**Metal layers overlaid**

Only two layers are drawn.
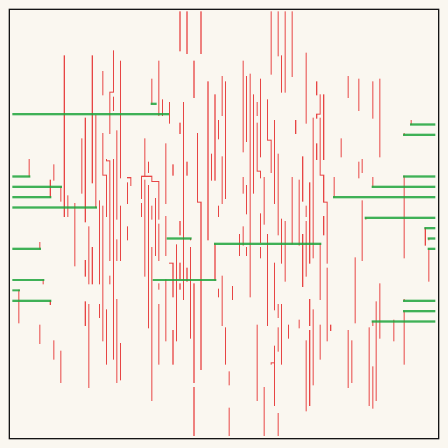
**Port wiring**

Scale bar: 20 um.
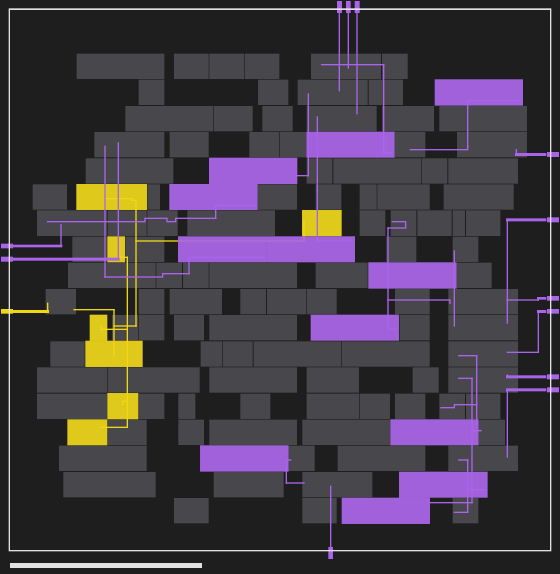
**Signal wires on met1**

Supply wires on this layer in grey.
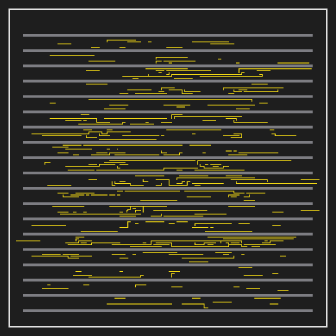
**Close-up of the layout**

Scale bar: 10 um. Window x 13 to 43, y 13 to 43 um. Cells in grey, sequential cells in the stronger grey; small squares are vias.
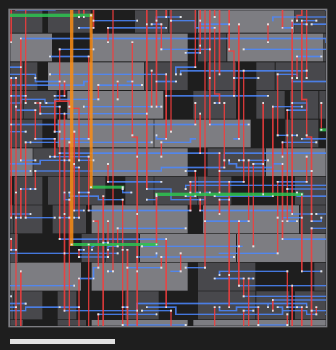
--- src/rtl/ir_fetch_unit.sv ---
// rtl/ir_fetch_unit.sv - PIC10F200 fetch stage: Q1..Q4 sequencer and prefetch/IR pipeline
// Optional single-instruction stepping when IR_FETCH_STEP_EN is defined.
module ir_fetch_unit #(
    parameter int                  IR_WIDTH = 12,
    parameter logic [IR_WIDTH-1:0] NOP_WORD = 12'h000
) (
    input  logic                clk,
    input  logic                rst,
    input  logic                en,
`ifdef IR_FETCH_STEP_EN
    input  logic                step,
`endif
    input  logic [IR_WIDTH-1:0] rom_data,
    input  logic                flush,
    output logic [IR_WIDTH-1:0] ir_bus,
    output logic [1:0]          q_phase,
    output logic                pc_inc,
    output logic                fetch_valid
);

    logic [1:0]          phase_q;
    logic [IR_WIDTH-1:0] pf_q;
    logic                pf_valid_q;
    logic [IR_WIDTH-1:0] ir_q;
    logic                fetch_valid_q;
    logic                flush_pend_q;
    logic                run;
    logic                q4_edge;

`ifdef IR_FETCH_STEP_EN
    logic step_active_q;

    // A step pulse while halted arms exactly one pass through the rest of the
    // instruction cycle; it disarms on the Q4 edge so the core stops at Q1.
    always_ff @(posedge clk or posedge rst) begin
        if (rst) begin
            step_active_q <= 1'b0;
        end else if (step_active_q) begin
            if (phase_q == 2'd3) begin
                step_active_q <= 1'b0;
            end
        end else if (step && !en) begin
            step_active_q <= 1'b1;
        end
    end

    assign run = en | step_active_q;
`else
    assign run = en;
`endif

    assign q4_edge = run && (phase_q == 2'd3);

    // Phase sequencer and two-stage fetch pipeline; everything freezes when not running.
    always_ff @(posedge clk or posedge rst) begin
        if (rst) begin
            phase_q       <= 2'd0;
            pf_q          <= NOP_WORD;
            pf_valid_q    <= 1'b0;
            ir_q          <= NOP_WORD;
            fetch_valid_q <= 1'b0;
            flush_pend_q  <= 1'b0;
        end else if (run) begin
            phase_q <= phase_q + 2'd1;
            if (q4_edge) begin
                // The word sampled now is either the next sequential word or the
                // branch target; either way it is genuine and goes to prefetch.
                pf_q         <= rom_data;
                pf_valid_q   <= 1'b1;
                flush_pend_q <= 1'b0;
                if (flush_pend_q || flush) begin
                    ir_q          <= NOP_WORD;
                    fetch_valid_q <= 1'b0;
                end else begin
                    ir_q          <= pf_q;
                    fetch_valid_q <= pf_valid_q;
                end
            end else if (flush) begin
                flush_pend_q <= 1'b1;
            end
        end
    end

    assign ir_bus      = ir_q;
    assign q_phase     = phase_q;
    assign fetch_valid = fetch_valid_q;
    assign pc_inc      = q4_edge;

endmodule

--- config.mk ---
export PLATFORM = sky130hd
export DESIGN_NAME = ir_fetch_unit
export DESIGN_NICKNAME = d
export VERILOG_FILES = /design/src/rtl/ir_fetch_unit.sv
export SDC_FILE = /design/constraint.sdc
export NUM_CORES = 1
export LEC_CHECK = 0
export CAP_MARGIN = 20
export CORE_MARGIN = 2
export CORE_UTILIZATION = 41
export DETAILED_ROUTE_END_ITERATION = 7
export PLACE_DENSITY = 0.73
export SLEW_MARGIN = 20
export SYNTH_ARGS = -nofsm -noshare
export SYNTH_HDL_FRONTEND = slang
export SYNTH_SLANG_ARGS = --single-unit
--- constraint.sdc ---
create_clock -name clk -period 1.36 [get_ports clk]
set_clock_uncertainty 0.2 [all_clocks]
set_input_delay 0.272 -clock clk [delete_from_list [all_inputs] [get_ports clk]]
set_output_delay 0.272 -clock clk [all_outputs]
set_load 0.05 [all_outputs]
==> results_slide.txt <==
Key Metrics from the Run

Outcome
  – Status: complete, but fails checks
  – Failing checks: negative setup slack

Detailed routing
  – Met3 wire length: 141 um
  – Wire length on met2: 1.20 mm
  – 1st-pass router iterations: 4

Final timing
  – Hold_ws: 0.0699 ns
  – TNS Setup: -7.03 ns
  – PnR worst setup slack: -0.359 ns
  – Final setup vio count: 40
  – Tmin final: 1.72 ns

Final layout
  – Biggest Area Class: flip-flops and latches
  – Inverters: 2
  – Design area: 1830 um2
  – Most common logic cells in the final layout: 27 x dfrtp_1, 17 x buf_12, 16 x buf_4
  – FFs & Latches: 29
  – Core Util, Final: 72.5%
  – Final-layout clock-cell area share: 2.80%

Clocking
  – Root Buffer: clkbuf_4
  – # H-tree levels: 2
  – Gates resized, CTS repair: 2
  – Late-Pin Clk Latency: 0.32 ns

Floorplan
  – DIE WIDTH: 56.2 um
  – Floorplan utilization: 44.2%

Job
  – Max cap viols: 0

Yosys
  – Synth cell types: 13
  – Cell Area, Synth: 1120 um2
  – Ys Warns: 0
  – Net Count, Synth: 85

GRT
  – Number of global-route vias before repair: 875
  – Met3 Use GR: 6.05%
  – Overflow after GRT: 0

Critical path
  – CP max-delay cell: dfrtp_2
  – CP Capture Type: output port
  – Critical path class: register to output port
  – Startpoint Class: register

Power and ir drop
  – Max VDD drop: 2.15 mV
Back to the opening pictures, 'metal layers overlaid':
Red marks M2, wire length 1,200 um. Green marks M3, wire length 141 um.
DR vias: 782
wire per inst: 15.9 um
final WL: 2.41 mm
GRT Total Usage: 18.0%

Back to the opening pictures, 'port wiring':
Yellow marks en, direction input, end cells 7, buffers 2, wire 76.8 um. Purple marks ir_bus, direction output, end cells 12, buffers 12, wire 299 um.

Back to the opening pictures, 'signal wires on met1':
The layer holds 43% of the routed length. The layer carries 1,030 um of wire. The longest straight run is 29.0 um.
M1 GR Usage: 22.6%

Back to the opening pictures, 'close-up of the layout':
Red marks M2. Green marks M3. Orange marks M4. Blue marks M1.
Most frequent: dfrtp_1 (14), a22o_1 (11), buf_4 (9). Sequential cells in the window: 15. 52 logic cells have their middle in the window. Netlist names of flops here include ir_bus (7), pf_q (5).

## cells in the mapped netlist (all sizes together)
cell | number | share of area [%]
a21oi | 2 | 0.90
mux2 | 13 | 15
ha | 1 | 1.1
buf | 4 | 3.5
dfrtp | 29 | 65
nand2 | 1 | 1.0
xor2 | 1 | 0.78
inv | 2 | 0.67
and4bb | 1 | 1.5
a22o | 13 | 10
nand2b | 1 | 0.56
## path summary, 6_finish.rpt
kind                                  from          to  slack (ns)  depth (start not counted)
min in group clk                pf_valid_q  pf_valid_q        0.28                          1
worst min register to register  pf_valid_q  pf_valid_q        0.28                          1
worst max register to register  q_phase[1]   ir_bus[4]       -0.30                          5
worst max-delay path            q_phase[1]      pc_inc       -0.36                          4
max in group asynchronous              rst  q_phase[0]        0.71                          3
worst min-delay path                   rst   ir_bus[0]        0.07                          3
Power figures rest on the tool's default switching activity, not on a simulated workload.
